===== config.mk =====
export PLATFORM = sky130hd
export DESIGN_NAME = int_to_float_converter
export DESIGN_NICKNAME = d
export VERILOG_FILES = /design/src/rtl/int_to_float_converter.sv
export SDC_FILE = /design/constraint.sdc
export NUM_CORES = 1
export LEC_CHECK = 0
export CORE_ASPECT_RATIO = 0.9
export CORE_MARGIN = 4
export CORE_UTILIZATION = 50
export CTS_CLUSTER_SIZE = 20
export DETAILED_ROUTE_END_ITERATION = 6
export GPL_ROUTABILITY_DRIVEN = 1
export PLACE_DENSITY = 0.82
export SLEW_MARGIN = 30
export SYNTH_ARGS = -nofsm -noshare
export SYNTH_HDL_FRONTEND = slang
export SYNTH_SLANG_ARGS = --single-unit

===== constraint.sdc =====
create_clock -name clk -period 6.28 [get_ports clk]
set_input_delay 0.942 -clock clk [delete_from_list [all_inputs] [get_ports clk]]
set_output_delay 0.942 -clock clk [all_outputs]
set_load 0.03 [all_outputs]

===== src/rtl/int_to_float_converter.sv =====
// 32-bit signed integer to IEEE-754 single-precision converter, round to nearest even.
// Normalizes one bit per clock so no barrel shifter is needed.
//
// state | meaning
// IDLE  | waiting for start; result/inexact held
// NORM  | shifting mag left until its msb is set
// ROUND | round mantissa, publish result, pulse done
module int_to_float_converter (
    input  logic        clk,
    input  logic        reset,
    input  logic        start,
    input  logic [31:0] x,
    output logic        busy,
    output logic        done,
    output logic [31:0] result,
    output logic        inexact
);

    typedef enum logic [1:0] {
        IDLE  = 2'd0,
        NORM  = 2'd1,
        ROUND = 2'd2
    } state_t;

    state_t      state;
    state_t      state_next;
    logic [31:0] mag;
    logic [7:0]  exp_q;
    logic        sign;
    logic        zero;

    logic [31:0] x_abs;
    logic [22:0] frac;
    logic        guard;
    logic        sticky;
    logic        round_up;
    logic [23:0] frac_sum;
    logic [7:0]  exp_r;

    // -2^31 negates to itself, which reads correctly as unsigned 0x80000000
    assign x_abs    = x[31] ? (~x + 32'd1) : x;
    assign frac     = mag[30:8];
    assign guard    = mag[7];
    assign sticky   = |mag[6:0];
    assign round_up = guard & (sticky | frac[0]);
    assign frac_sum = {1'b0, frac} + {23'd0, round_up};
    assign exp_r    = exp_q + {7'd0, frac_sum[23]};

    always_ff @(posedge clk or posedge reset) begin
        if (reset) begin
            state <= IDLE;
        end else begin
            state <= state_next;
        end
    end

    always_comb begin
        state_next = state;
        case (state)
            IDLE: begin
                if (start) begin
                    state_next = (x == 32'd0) ? ROUND : NORM;
                end
            end
            NORM: begin
                if (mag[31]) begin
                    state_next = ROUND;
                end
            end
            ROUND:   state_next = IDLE;
            default: state_next = IDLE;
        endcase
    end

    always_ff @(posedge clk or posedge reset) begin
        if (reset) begin
            mag     <= 32'd0;
            exp_q   <= 8'd0;
            sign    <= 1'b0;
            zero    <= 1'b0;
            busy    <= 1'b0;
            done    <= 1'b0;
            result  <= 32'd0;
            inexact <= 1'b0;
        end else begin
            done <= 1'b0;
            case (state)
                IDLE: begin
                    if (start) begin
                        sign  <= x[31];
                        mag   <= x_abs;
                        exp_q <= 8'd158;
                        zero  <= (x == 32'd0);
                        busy  <= 1'b1;
                    end
                end
                NORM: begin
                    if (!mag[31]) begin
                        mag   <= mag << 1;
                        exp_q <= exp_q - 8'd1;
                    end
                end
                ROUND: begin
                    // a carry out of frac leaves frac_sum[22:0] at zero, as required
                    if (zero) begin
                        result  <= 32'd0;
                        inexact <= 1'b0;
                    end else begin
                        result  <= {sign, exp_r, frac_sum[22:0]};
                        inexact <= guard | sticky;
                    end
                    done <= 1'b1;
                    busy <= 1'b0;
                end
                default: begin
                end
            endcase
        end
    end

endmodule


==> run_1/final_placement.png <==
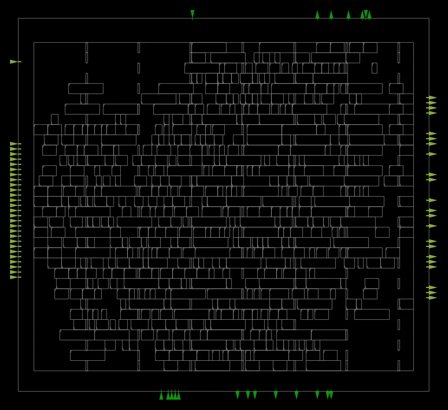
flop share of the area: 0.358
core footprint: 0.00877 mm^2
sequential cells: 79
# Taps: 119

==> run_1/metal_stack.png <==
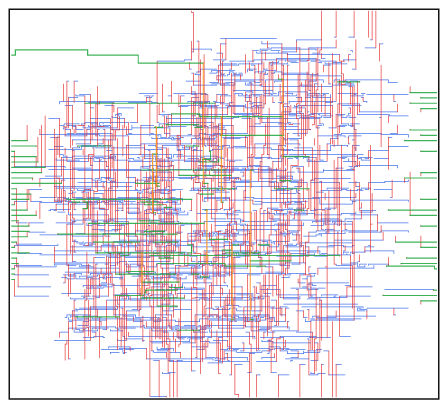
legend:
  met4:
    colour: orange
    wire_length: 184 um
  met1:
    colour: blue
    wire_length: 5080 um
  met3:
    colour: green
    wire_length: 861 um
  met2:
    colour: red
    wire_length: 5040 um

==> results_slide.txt, run 1 <==
Synthesis and Place & Route Summary

STA
  – Max transition margin: 0.492
  – Setup Total Neg Slack: 0 ps
  – Final setup skew: 12.7 ps
  – Unrepaired setup endpoints after global routing: no
  – Hold WS: 477 ps
  – Fmax: 327 MHz

Setup path
  – Worst path cell trace: clkdlybuf4s50_1 -> nor4_1 -> nand3_2 -> o41ai_1 -> xor2_1 -> o221ai_1
  – Crit Path Class: input port to register
  – Crit path depth: 6
  – Arr. time, crit path: 3270 ps

Floorplanning
  – Starting Density: 0.523
  – Io pins: 70

Clock network
  – Worst-path clk slew: 90 ps
  – Clk sink count: 79

Global routing
  – Vias in the first global route: 4016
  – Busiest grt layer: met2
  – Grt total ovfl: 0
  – Largest net degree at the start of global routing: 52

Synth
  – Yosys reg bits: 79
  – Comb area leader: simple AND/OR/NAND/NOR gates
  – Syn Std Cell Area: 0.00459 mm^2
  – Syn avg cell area: 8.78 um^2
  – Mux cell area share: 0.00654
  – Number of cells in Yosys stat: 523
  – Ys Warns: 0
  – Cell taking the most area after synthesis: dfrtp_1

Place
  – DP Worst Slack: 2900 ps
  – Port bufs: 69

Final layout
  – Antenna Cells: 0
  – Sequential Area: 0.00198 mm^2
  – Non-CTS buffers: 75
  – Inverters excl. clock: 10
  – Synthesis-to-layout area growth: 20.2%
  – Final core utilization: 0.629

Power and ir drop
  – Pwr Total: 2.45 mW

Run
  – Max_cap viols: 0

Run status
  – Status: finished clean
==> run_1/clock_map.png <==
Bar = 20 um.
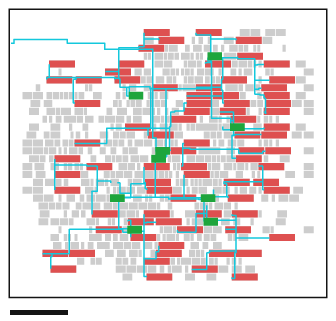
legend:
  flip-flops:
    colour: red
    count: 79
  clock wires:
    colour: cyan
    length: 963 um
  cells driving clock nets:
    colour: green
    count: 9
flops lie: spread over the die
routed clock nets: 10

-- run 1: cells in the final DEF (no fill, tap or decap), types with 4 or more instances in the layout --
cell	netlist	routed
clkbuf_8	0	9
nand2_1	111	111
nand3_1	11	11
nor4_1	10	10
o22ai_1	6	6
nor2b_1	5	4
o31ai_1	19	19
and3_1	6	6
inv_1	10	9
nor2_1	26	26
nand4_1	7	7
or3_1	7	7
nor3_1	11	11
xor2_1	38	38
xnor2_1	22	22
dfrtp_1	79	79
o41ai_1	9	9
clkdlybuf4s50_1	0	68
nand2b_1	13	13
o221ai_1	20	20
o21ai_0	34	34
buf_4	0	6
ha_1	5	5
a221oi_1	4	4
a21oi_1	9	9
-- run 1: tightest hold or removal path: stages (launching register included) --
cell	delay, ps
dfrtp_1	340
nand2_1	50
o31ai_1	50
-- run 1: cells in the mapped netlist --
library cell / n
a21o_1: 1
nor2b_1: 5
nand3_2: 2
or3_1: 7
o221ai_1: 20
a221oi_1: 4
nor4_1: 10
or4b_1: 1
dfrtp_1: 79
a21boi_0: 1
clkbuf_1: 30
nor4_4: 2
nor3_1: 11
and3_1: 6
xor2_1: 38
o22ai_1: 6
nand4b_1: 1
o31ai_1: 19
a32oi_1: 1
nand4_1: 7
or4_1: 1
a31oi_1: 1
a2bb2oi_1: 2
and2b_1: 1
o21ai_1: 2
xnor2_1: 22
and2_1: 3
inv_1: 10
nand2_1: 111
nor2_1: 26
ha_1: 5
o21ai_2: 1
mux2i_1: 3
buf_6: 1
o21ai_0: 34
buf_1: 3
nand4_2: 1
nand2b_1: 13
a21oi_1: 9
nand3_1: 11
o41ai_1: 9
or2_2: 3
-- run 1: power breakdown --
group          internal (mW)  leakage, nW  switching (mW)
clock network          0.148       0.0866           0.203
registers              0.722        0.971           0.231
logic                  0.464         1.15           0.681
==> run_1/met3.png <==
Bar = 20 um.
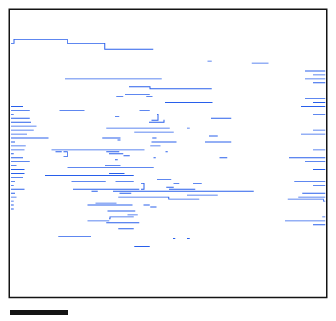

==> run 2: changes to the inputs <==
--- a/config.mk
+++ b/config.mk
@@ -7,11 +7,11 @@
 export LEC_CHECK = 0
 export CORE_ASPECT_RATIO = 0.9
 export CORE_MARGIN = 4
-export CORE_UTILIZATION = 50
+export CORE_UTILIZATION = 49
 export CTS_CLUSTER_SIZE = 20
 export DETAILED_ROUTE_END_ITERATION = 6
 export GPL_ROUTABILITY_DRIVEN = 1
-export PLACE_DENSITY = 0.82
+export PLACE_DENSITY = 0.83
 export SLEW_MARGIN = 30
 export SYNTH_ARGS = -nofsm -noshare
 export SYNTH_HDL_FRONTEND = slang
==> constraint.sdc (replaced) <==
create_clock -name clk -period 2.55 [get_ports clk]
set_input_delay 0.3825 -clock clk [delete_from_list [all_inputs] [get_ports clk]]
set_output_delay 0.3825 -clock clk [all_outputs]
set_load 0.03 [all_outputs]
==> run_2/met3.png <==
Bar = 20 um.
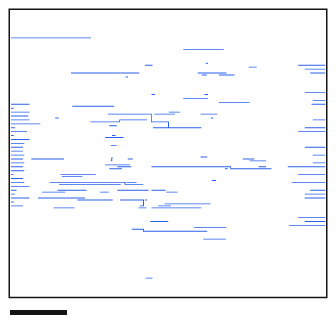
longest straight run: 27.6 um
nets with wire on the layer: 92
wire length on this layer: 816 um
share of all routed wire: 7.2%

==> results_slide.txt, run 2 <==
Synthesis and Place & Route Summary

Power and ir drop
  – Sw Pwr: 2.76 mW
  – P_int: 3.39 mW
  – Comb power frac: 0.489
  – Clock network fraction of total power: 0.141
  – Pwr Total: 6.15 mW
  – Switching part of the total: 0.449
  – Reg power frac: 0.370

Synth
  – Syn Std Cell Area: 0.00459 mm^2
  – Comb area leader: simple AND/OR/NAND/NOR gates
  – Yosys reg bits: 79
  – Most common cell in the netlist: nand2_1
  – Top_reg_cell synth: dfrtp_1
  – Ys Warns: 0
  – Ys async rst share: 1.00
  – Number of cells in Yosys stat: 523
  – Cell taking the most area after synthesis: dfrtp_1
  – Xor+xnor area frac: 0.115
  – Most frequent cells after synthesis: nand2_1, dfrtp_1, xor2_1
  – Syn avg cell area: 8.78 um^2
  – Post-synth EDFFs: 0
  – Mux cell area share: 0.00654

Floorplanning
  – Io pins: 70
  – Core footprint: 0.00913 mm^2
  – Starting Density: 0.503

Setup path
  – WP buf/inv: 0
  – Crit Path Class: register to register
  – Arr. time, crit path: 2750 ps
  – Crit path DRT: 2820 ps
  – Crit path depth: 10
  – Worst path cell trace: nand4_2 -> or4b_1 -> nor2_1 -> and3_1 -> ha_1 -> nand4_1 -> nor2_2 -> nand2_1 -> xor2_1 -> o21ai_0

Run status
  – Status: finished clean

Route
  – Top routing layer in use: met4
  – Initial DRC Count: 257
  – Detail Route Antenna Nets: 0

Global routing
  – Grt total ovfl: 0
  – Busiest grt layer: met2
  – Grt met1 use: 0.326
  – Largest net degree at the start of global routing: 80
  – First-pass GRT wire length: 19100 um
  – Vias in the first global route: 3874
  – Antenna violations before repair: 0

STA
  – Final setup skew: 13.3 ps
  – Setup Total Neg Slack: 0 ps
  – Max transition margin: 0.547
  – Fmax: 403 MHz

Final layout
  – Antenna Cells: 0
  – Dominant logic cell type in the layout: nand2_1
  – Synthesis-to-layout area growth: 24.6%
  – Final core utilization: 0.627
  – Sequential Area: 0.00198 mm^2
  – Most instantiated logic cells after routing: nand2_1, dfrtp_1, clkdlybuf4s50_1
  – # fillers: 747

Run
  – Max_cap viols: 0

Clock network
  – Worst-path clk slew: 90 ps
  – Clk sink count: 79
  – Clk buf depth: 2

Place
  – Port bufs: 69
==> run_2/metal_stack.png <==
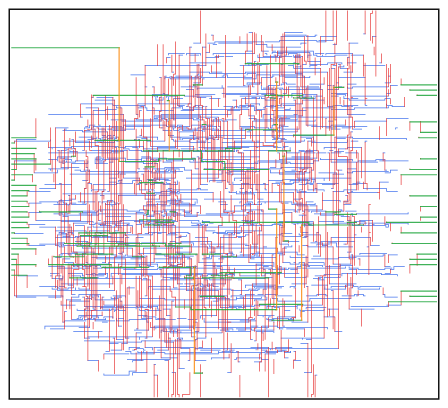
legend:
  met2:
    colour: red
    wire_length: 5110 um
  met4:
    colour: orange
    wire_length: 171 um
  met1:
    colour: blue
    wire_length: 5200 um
  met3:
    colour: green
    wire_length: 816 um

## run 2: cell types whose count changed in the layout (fill, tap and decap cells not counted)
| cell | previous run | this run |
|---|---|---|
| buf_4 | 6 | 26 |
| buf_12 | 0 | 2 |
| clkinvlp_4 | 2 | 4 |
| buf_2 | 1 | 0 |
| clkdlybuf4s50_1 | 68 | 69 |
| clkinv_2 | 1 | 0 |
| inv_6 | 3 | 2 |
| nor2_1 | 26 | 25 |
| nor2_2 | 0 | 1 |
| o21ai_0 | 34 | 33 |
| o21ai_1 | 2 | 3 |
## run 2: cell families after synthesis
kind of cell | Yosys count
buffers and inverters | 44
flip-flops | 79
AND-OR/OR-AND | 110
multiplexers | 3
AND/OR/NAND/NOR | 222
adder cells (fa/ha/maj) | 5
XOR/XNOR | 60
## run 2: worst register-to-register path, cell delays in order (launching register included)
cell	delay [ps]
dfrtp_1	410
nand4_2	160
or4b_1	560
nor2_1	160
and3_1	210
ha_1	210
nand4_1	160
nor2_2	160
nand2_1	80
xor2_1	140
o21ai_0	160
## run 2: power by group through the flow
stage               clock network, mW  registers (mW)  logic [mW]
floorplan                           0            2.60        1.57
global placement                    0            2.26        2.89
detailed placement                  0            2.30        2.98
CTS                             0.889            2.27        3.00
global route                    0.937            2.37        3.31
finish                          0.864            2.28        3.01
## run 2: layout make-up
class	count	area share
Sequential cell	79	0.346
Clock inverter	7	0.00985
Tap cell	122	0.0267
Inverter	10	0.00656
Multi-Input combinational cell	400	0.428
Timing Repair Buffer	97	0.162
Clock buffer	9	0.0217
## run 2: per-stage QoR
step	hold WS [ps]	setup slack, ps
after floorplan	447	144
after global placement	463	51.4
after detailed placement	466	28.0
after CTS	437	8.86
after global routing	448	-16.6
final	418	70.8
==> run_2/zoom.png <==
Window x 35 to 75, y 10 to 50 um. Cells in grey, sequential cells in the stronger grey; small squares are vias.
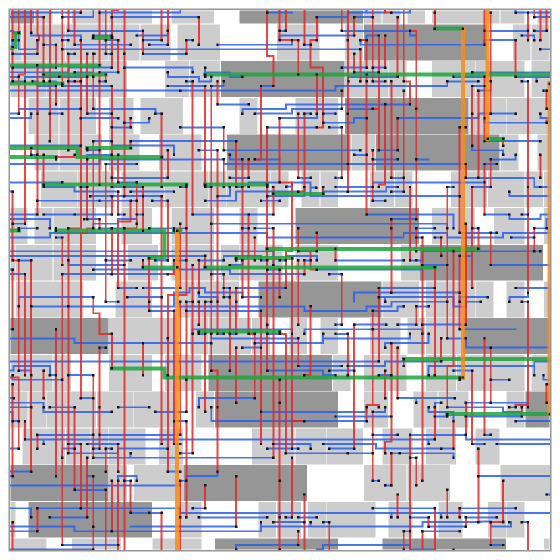

==> run 3: changes to the inputs <==
--- a/config.mk
+++ b/config.mk
@@ -5,9 +5,11 @@
 export SDC_FILE = /design/constraint.sdc
 export NUM_CORES = 1
 export LEC_CHECK = 0
+export CAP_MARGIN = 5
 export CORE_ASPECT_RATIO = 0.9
 export CORE_MARGIN = 4
 export CORE_UTILIZATION = 49
+export CTS_CLUSTER_DIAMETER = 40
 export CTS_CLUSTER_SIZE = 20
 export DETAILED_ROUTE_END_ITERATION = 6
 export GPL_ROUTABILITY_DRIVEN = 1
==> constraint.sdc (replaced) <==
create_clock -name clk -period 2.55 [get_ports clk]
set_input_delay 0.6375 -clock clk [delete_from_list [all_inputs] [get_ports clk]]
set_output_delay 0.6375 -clock clk [all_outputs]
set_load 0.03 [all_outputs]
==> run_3/zoom.png <==
Window x 35 to 75, y 10 to 50 um. Cells in grey, sequential cells in the stronger grey; small squares are vias.
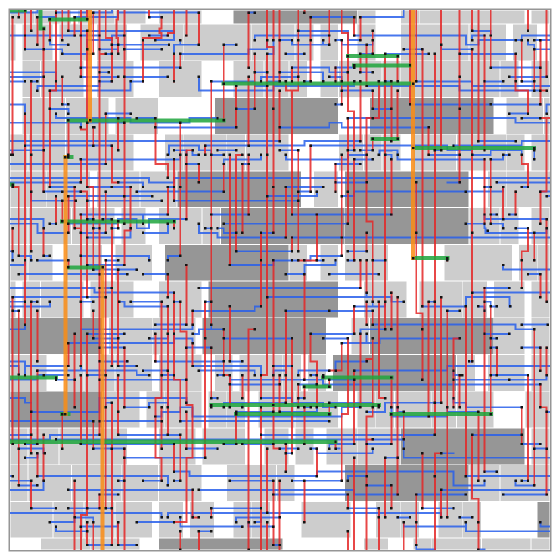
legend:
  met1:
    colour: blue
  met3:
    colour: green
  met2:
    colour: red
  met4:
    colour: orange
netlist names of flops here include: mag (12), result (3)
most frequent: nand2_1 (34), dfrtp_1 (14), buf_4 (13)
cells with their middle in the window: 147
sequential cells in the window: 15

==> run_3/met3.png <==
Bar = 20 um.
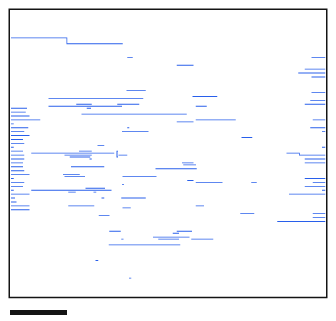
nets with wire on the layer: 85
longest straight run: 36.3 um
wire length on this layer: 712 um
main direction: horizontal

==> results_slide.txt, run 3 <==
Synthesis and Place & Route Summary

Synth
  – Ys async rst share: 1.00
  – Most common cell in the netlist: nand2_1
  – Top_reg_cell synth: dfrtp_1
  – Ys Warns: 0
  – Post-synth EDFFs: 0
  – Syn Std Cell Area: 0.00459 mm^2
  – Number of cells in Yosys stat: 523
  – Most frequent cells after synthesis: nand2_1, dfrtp_1, xor2_1
  – Cell taking the most area after synthesis: dfrtp_1
  – Top area cell types: dfrtp_1, nand2_1, xor2_1
  – Syn avg cell area: 8.78 um^2
  – Yosys reg bits: 79

Final layout
  – Flop share of the area: 0.332
  – Multi-input gates: 400
  – Inverters excl. clock: 10
  – Dominant logic cell type in the layout: nand2_1
  – Non-CTS buffers: 122
  – Final-layout clock-cell area share: 0.0340
  – Sequential cells: 79
  – Antenna Cells: 0
  – Final-layout clock buffer total: 9
  – Area-dominant cell class after layout: logic gates
  – Sequential Area: 0.00198 mm^2
  – Most instantiated logic cells after routing: nand2_1, dfrtp_1, clkdlybuf4s50_1
  – # fillers: 740
  – Synthesis-to-layout area growth: 29.8%

Place
  – DP Worst Slack: -135 ps
  – Port bufs: 69
  – GPL Wtd Cong: 0.889

Global routing
  – Grt total ovfl: 0
  – Largest net degree at the start of global routing: 50
  – First-pass GRT wire length: 19300 um
  – Vias in the first global route: 4064
  – Busiest grt layer: met2
  – Antenna violations before repair: 0
  – Grt met1 use: 0.311

Clock network
  – Clk sink count: 79
  – Clk buf depth: 2

Route
  – Initial DRC Count: 236
  – Detail Route Antenna Nets: 0

Setup path
  – Crit path DRT: 2830 ps
  – Worst path cell trace: and3_4 -> or4b_4 -> nor2_1 -> and3_4 -> ha_2 -> nand4_1 -> nor2_2 -> nand2_1 -> xor2_1 -> o21ai_0
  – Crit Path Class: register to register

Run
  – Max_cap viols: 0

Run status
  – Status: finished clean

Floorplanning
  – # Taps: 122
  – Starting Density: 0.503
  – Core footprint: 0.00913 mm^2

STA
  – Fmax: 414 MHz
  – Worst setup margin: 133 ps
  – Setup Total Neg Slack: 0 ps
  – Max transition margin: 0.562
  – Final setup skew: 15.0 ps

Worst hold path
  – Min-delay worst type: register to register
run 3: cell count changes in the layout (fill, tap and decap cells not counted), sizes merged:
cell    previous run  this run
buf               28        53
bufinv             0         1
inv               12        11
run 3: path summary, 6_finish.rpt:
path                                            start                     end  slack, ps  cells past startpoint
worst max-delay path              mag[16]$_DFFE_PP0P_  result[30]$_DFFE_PP0P_        130                     10
worst min-delay path            result[7]$_DFFE_PP0P_   result[7]$_DFFE_PP0P_        480                      2
worst max register to register    mag[16]$_DFFE_PP0P_  result[30]$_DFFE_PP0P_        130                     10
worst min register to register  result[7]$_DFFE_PP0P_   result[7]$_DFFE_PP0P_        480                      2
max in group asynchronous                       reset     mag[15]$_DFFE_PP0P_       1290                      3
min in group asynchronous                       reset  result[27]$_DFFE_PP0P_        710                      2
run 3: power by group:
part           internal [mW]  switching (mW)  total, mW
clock network          0.460           0.495      0.955
logic                   1.26            1.75       3.01
registers               1.78           0.521       2.30
total                   3.50            2.77       6.27
run 3: routing by layer:
metal  up-vias  wire (um)
met5         -          0
met4         0        235
met3        25        711
met2       146       5270
met1      2045       5300
li1       2051          -
run 3: timing repair:
item,4_1_cts,5_1_grt
gates resized,0,7
setup endpoints to repair,0,2
setup buffers,0,2
run 3: cell families after synthesis:
group                    after synthesis  share of synthesized area
flip-flops                            79                      0.431
adder cells (fa/ha/maj)                5                     0.0136
buffers and inverters                 44                     0.0376
AND/OR/NAND/NOR                      222                      0.233
AND-OR/OR-AND                        110                      0.164
multiplexers                           3                    0.00654
XOR/XNOR                              60                      0.115
run 3: metrics by stage:
step | utilization | hold slack (ps)
detailed placement | 0.626 | 465
finish | 0.653 | 482
global route | 0.653 | 509
global placement | 0.626 | 463
CTS | 0.648 | 485
floorplan | - | 447
No activity file was given, so power comes from the tool's default toggle rates.
